Figure 1. Placement view.
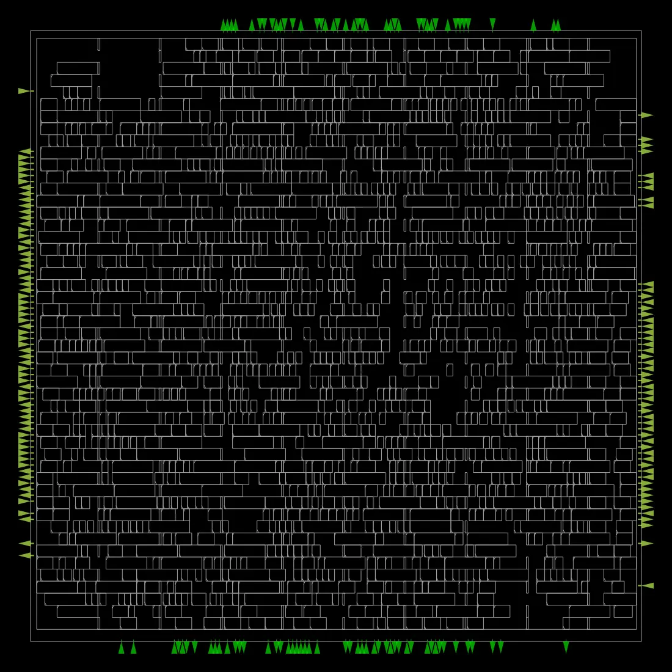
Figure 2. Signal wires on met3.
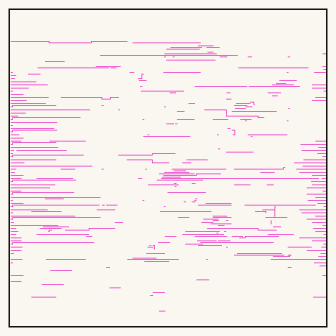
Figure 3. Routed clock nets over the placement.
The bar under the picture is 50 um long.
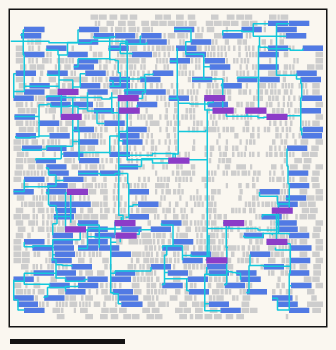
Figure 4. Pin placement.
Pins as bars across the die edge, other pins in grey.
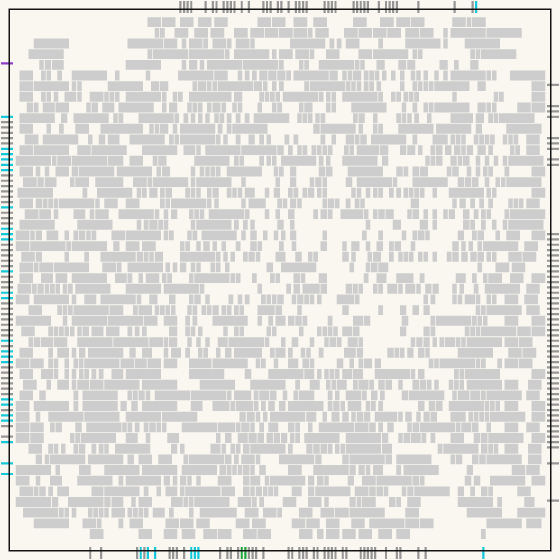
Figure 5. Cell density map.
14 x 14 tiles, from white (low) to dark blue (high), 0 to 100% covered.
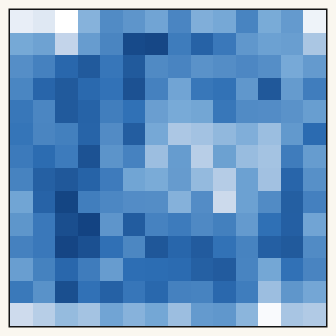
==> src/rtl/lsu_pkg.sv <==
// Shared encodings for the load/store unit: access sizes, FSM states and
// the default data memory size.
package lsu_pkg;

   localparam int MEM_BYTES_DEFAULT = 4096;

   localparam logic [1:0] SZ_BYTE = 2'b00;
   localparam logic [1:0] SZ_HALF = 2'b01;
   localparam logic [1:0] SZ_WORD = 2'b10;
   localparam logic [1:0] SZ_ILL  = 2'b11;

   typedef enum logic [1:0] {
      IDLE = 2'b00,
      RD   = 2'b01,
      WR   = 2'b10,
      RESP = 2'b11
   } lsu_state_t;

endpackage

==> src/rtl/lsu_lane_align.sv <==
// Combinational lane logic: picks and extends the addressed byte/half of a
// memory word for loads, and splices store data into that word for stores.
module lsu_lane_align
   import lsu_pkg::*;
(
   input  logic [1:0]  size,
   input  logic [1:0]  lane,
   input  logic        is_unsigned,
   input  logic [31:0] mem_word,
   input  logic [31:0] store_data,
   output logic [31:0] load_data,
   output logic [31:0] merged_word
);

   logic [7:0]  byte_sel;
   logic [15:0] half_sel;

   always_comb begin
      byte_sel = mem_word[{lane, 3'b000} +: 8];
      half_sel = mem_word[{lane[1], 4'b0000} +: 16];

      load_data   = mem_word;
      merged_word = mem_word;

      // Little-endian lanes: byte lane = addr[1:0], half lane = addr[1].
      case (size)
         SZ_BYTE: begin
            load_data = is_unsigned ? {24'h0, byte_sel} : {{24{byte_sel[7]}}, byte_sel};
            merged_word[{lane, 3'b000} +: 8] = store_data[7:0];
         end
         SZ_HALF: begin
            load_data = is_unsigned ? {16'h0, half_sel} : {{16{half_sel[15]}}, half_sel};
            merged_word[{lane[1], 4'b0000} +: 16] = store_data[15:0];
         end
         SZ_WORD: begin
            load_data   = mem_word;
            merged_word = store_data;
         end
         default: begin
            load_data   = mem_word;
            merged_word = mem_word;
         end
      endcase
   end

endmodule

==> src/rtl/load_store_unit.sv <==
// MEM-stage load/store front end for a word-wide data memory: one request
// per transaction, sub-word stores done as read-modify-write.
module load_store_unit
   import lsu_pkg::*;
#(
   parameter int MEM_BYTES = MEM_BYTES_DEFAULT
) (
   input  logic        clk,
   input  logic        rst_n,
   input  logic        req_valid,
   output logic        req_ready,
   input  logic        req_write,
   input  logic [1:0]  req_size,
   input  logic        req_unsigned,
   input  logic [31:0] req_addr,
   input  logic [31:0] req_wdata,
   output logic        resp_valid,
   input  logic        resp_ready,
   output logic [31:0] resp_rdata,
   output logic        resp_err,
   output logic        dmem_read,
   output logic        dmem_write,
   output logic [31:0] dmem_addr,
   output logic [31:0] dmem_wdata,
   input  logic [31:0] dmem_rdata
);

   localparam logic [32:0] MEM_LIMIT = 33'(MEM_BYTES);

   lsu_state_t  state;
   logic        lat_write;
   logic        lat_unsigned;
   logic [1:0]  lat_size;
   logic [31:0] lat_addr;
   logic [31:0] lat_wdata;
   logic [31:0] load_data;
   logic [31:0] merged_word;
   logic        req_err;
   logic        accept;

   assign accept = req_valid && req_ready;

   always_comb begin
      req_err = 1'b0;
      case (req_size)
         SZ_BYTE: req_err = 1'b0;
         SZ_HALF: req_err = req_addr[0];
         SZ_WORD: req_err = |req_addr[1:0];
         default: req_err = 1'b1;
      endcase
      if ({1'b0, req_addr} >= MEM_LIMIT) req_err = 1'b1;
   end

   lsu_lane_align u_align (
      .size        (lat_size),
      .lane        (lat_addr[1:0]),
      .is_unsigned (lat_unsigned),
      .mem_word    (dmem_rdata),
      .store_data  (lat_wdata),
      .load_data   (load_data),
      .merged_word (merged_word)
   );

   // All outputs are registered; the memory read data is consumed in RD,
   // either extended into the response or merged into the store word.
   always_ff @(posedge clk or negedge rst_n) begin
      if (!rst_n) begin
         state        <= IDLE;
         req_ready    <= 1'b1;
         resp_valid   <= 1'b0;
         resp_err     <= 1'b0;
         resp_rdata   <= 32'h0;
         dmem_read    <= 1'b0;
         dmem_write   <= 1'b0;
         dmem_addr    <= 32'h0;
         dmem_wdata   <= 32'h0;
         lat_write    <= 1'b0;
         lat_unsigned <= 1'b0;
         lat_size     <= 2'b00;
         lat_addr     <= 32'h0;
         lat_wdata    <= 32'h0;
      end else begin
         case (state)
            IDLE: begin
               if (accept) begin
                  lat_write    <= req_write;
                  lat_unsigned <= req_unsigned;
                  lat_size     <= req_size;
                  lat_addr     <= req_addr;
                  lat_wdata    <= req_wdata;
                  req_ready    <= 1'b0;
                  if (req_err) begin
                     state      <= RESP;
                     resp_valid <= 1'b1;
                     resp_err   <= 1'b1;
                     resp_rdata <= 32'h0;
                  end else if (req_write && req_size == SZ_WORD) begin
                     state      <= WR;
                     dmem_write <= 1'b1;
                     dmem_addr  <= {req_addr[31:2], 2'b00};
                     dmem_wdata <= req_wdata;
                  end else begin
                     state     <= RD;
                     dmem_read <= 1'b1;
                     dmem_addr <= {req_addr[31:2], 2'b00};
                  end
               end
            end
            RD: begin
               dmem_read <= 1'b0;
               if (lat_write) begin
                  state      <= WR;
                  dmem_write <= 1'b1;
                  dmem_addr  <= {lat_addr[31:2], 2'b00};
                  dmem_wdata <= merged_word;
               end else begin
                  state      <= RESP;
                  dmem_addr  <= 32'h0;
                  resp_valid <= 1'b1;
                  resp_err   <= 1'b0;
                  resp_rdata <= load_data;
               end
            end
            WR: begin
               state      <= RESP;
               dmem_write <= 1'b0;
               dmem_addr  <= 32'h0;
               dmem_wdata <= 32'h0;
               resp_valid <= 1'b1;
               resp_err   <= 1'b0;
               resp_rdata <= 32'h0;
            end
            RESP: begin
               if (resp_ready) begin
                  state      <= IDLE;
                  req_ready  <= 1'b1;
                  resp_valid <= 1'b0;
                  resp_err   <= 1'b0;
                  resp_rdata <= 32'h0;
               end
            end
            default: begin
               state     <= IDLE;
               req_ready <= 1'b1;
            end
         endcase
      end
   end

endmodule

==> config.mk <==
export PLATFORM = sky130hd
export DESIGN_NAME = load_store_unit
export DESIGN_NICKNAME = d
export VERILOG_FILES = /design/src/rtl/lsu_pkg.sv /design/src/rtl/lsu_lane_align.sv /design/src/rtl/load_store_unit.sv
export SDC_FILE = /design/constraint.sdc
export NUM_CORES = 1
export LEC_CHECK = 0
export ABC_AREA = 1
export ABC_CLOCK_PERIOD_IN_PS = 3400
export CAP_MARGIN = 10
export CORE_UTILIZATION = 50
export CTS_CLUSTER_DIAMETER = 120
export DETAILED_ROUTE_END_ITERATION = 12
export PLACE_DENSITY = 0.79
export SYNTH_ARGS = -nofsm -noshare
export SYNTH_HDL_FRONTEND = slang
export SYNTH_SLANG_ARGS = --single-unit
==> constraint.sdc <==
create_clock -name clk -period 3.4 [get_ports clk]
set_clock_uncertainty 0.05 [all_clocks]
set_input_delay 0.68 -clock clk [delete_from_list [all_inputs] [get_ports clk]]
set_output_delay 0.68 -clock clk [all_outputs]
set_load 0.01 [all_outputs]
==> run notes <==
Non-clock inverters in the final layout number 65. Per the cell usage report, the commonest logic cells after layout are 587 x nand2_1, 201 x clkdlybuf4s50_1, 168 x dfrtp_1. TritonCTS built the clock tree. Using the TritonRoute via totals, the vias-per-cell ratio works out to 5.532. The logs give 0.279 for the sequential share of power and 17 for the layout clock buffer count. The report puts the hold buffer count at CTS at 0.

In this run, the number of DRC markers left after iteration 0 of detailed routing was 685. At the pin with the least slew margin, the transition time is 0.8637 ns. Before CTS, the worst setup slack after placement is 0.6211 ns. The cell total in the yosys stat output is 1292.

The timing report notes that buffer and inverter cells on the critical path total 3. Per the timing report, the most critical flop-to-flop path originates at state[1]$_DFFE_PN0P_. The logs give 0 for the number of design rule violations left after detail routing and 0.166 for the clock group share of total power. With the register share of the cell area at 0.3518, the register area is 0.004230 mm2.

In this run, synthesis produced a sequential element count of 169. The run gives 1572 for the number of nets in the finished design. The tools report the capture point of the worst path as dmem_addr[24]$_DFFE_PN0P_. The most critical min-delay path falls under in -> async. The multi-input logic area was 0.004360 mm2. By startpoint and endpoint, the worst setup path is classified as reg -> reg. The main area contributors are dfrtp_1 46%, nand2_1 24%, a21oi_1 4.6%.

Counting flops with a built-in enable in the synthesized netlist gives 0. The count of nets left with antenna violations once routing finished came out at 0. Measured along the x axis, the die boundary spans 137.7 um. The number of global-route vias before repair was 8893. The register clock-pin slew on the reported worst setup and hold paths is 0.08 ns, and the number of multi-input combinational cells is 978.

The run gives 0 for the remaining global-route overflow. The run gives 0.6671 as the end-of-flow core utilization. Setup repair after global routing left no endpoint under its margin. The clock insertion delay at the later pin of the skew report came out at 0.44 ns.

The multi-input gate share of the layout cell area is 0.3626. The run gives 17 for the clock buffer count from CTS. Depth of the worst register-to-register path: 7. STA classifies the critical path startpoint as a register. The final layout report lists a non-clock buffer count of 228. The flow ran to the end, and the final reports show no timing, DRC or antenna violations. For this run, the slowest stage of the critical path takes 0.53 ns. Summed over all nets, wire length on met3 after detailed routing comes to 2676 um.
About Figure 1:
Rows: 49
number of tap cells added at floorplan: 229

About Figure 2:
- longest straight run: 68.5 um
- share of all routed wire: 9.0%
- wire length on this layer: 2680 um
met3 Usage GRT: 0.07616
Detailed Route WL: 29740 um
routed vias: 9410

About Figure 3:
- cyan: clock wires (length 2150 um)
- blue: flip-flops (count 169)
- purple: clock drivers (count 17)
- routed clock nets: 18

About Figure 4:
- cyan: dmem_addr (pins 32; direction output; edge 24 west, 7 south, 1 north)
- green: req_size (pins 2; direction input; edge south)
- purple: clk (pins 1; direction input; edge west)
- all pins by edge: 64 west, 52 east, 48 south, 41 north

About Figure 5:
- nearly empty tiles: 0.50%
- fullest tile: 92%
- mean over tiles: 62%
- tiles over 75% full: 23%

## flip-flops by register name, summed over array words and instances, names as in the netlist
signal and count:
dmem_wdata 32, lat_addr 32, lat_wdata 32, resp_rdata 32, dmem_addr 30, lat_size 2, state 2, dmem_read 1
dmem_write 1, lat_unsigned 1, lat_write 1, req_ready 1, resp_err 1, resp_valid 1
## layer usage
layer	track usage	vias up
met5	0	-
met4	0.1196	0
met3	0.07616	56
met2	0.5154	439
met1	0.4292	4387
li1	-	4528
## power groups by stage
stage,clock network (mW),logic [mW],registers [mW]
final,2.12,7.07,3.56
after global placement,0,6.88,3.56
after detailed placement,0,7.00,3.56
after global routing,2.20,7.87,3.66
after floorplan,0,4.25,3.69
after CTS,2.14,7.03,3.56
No activity file was given, so power comes from the tool's default toggle rates.
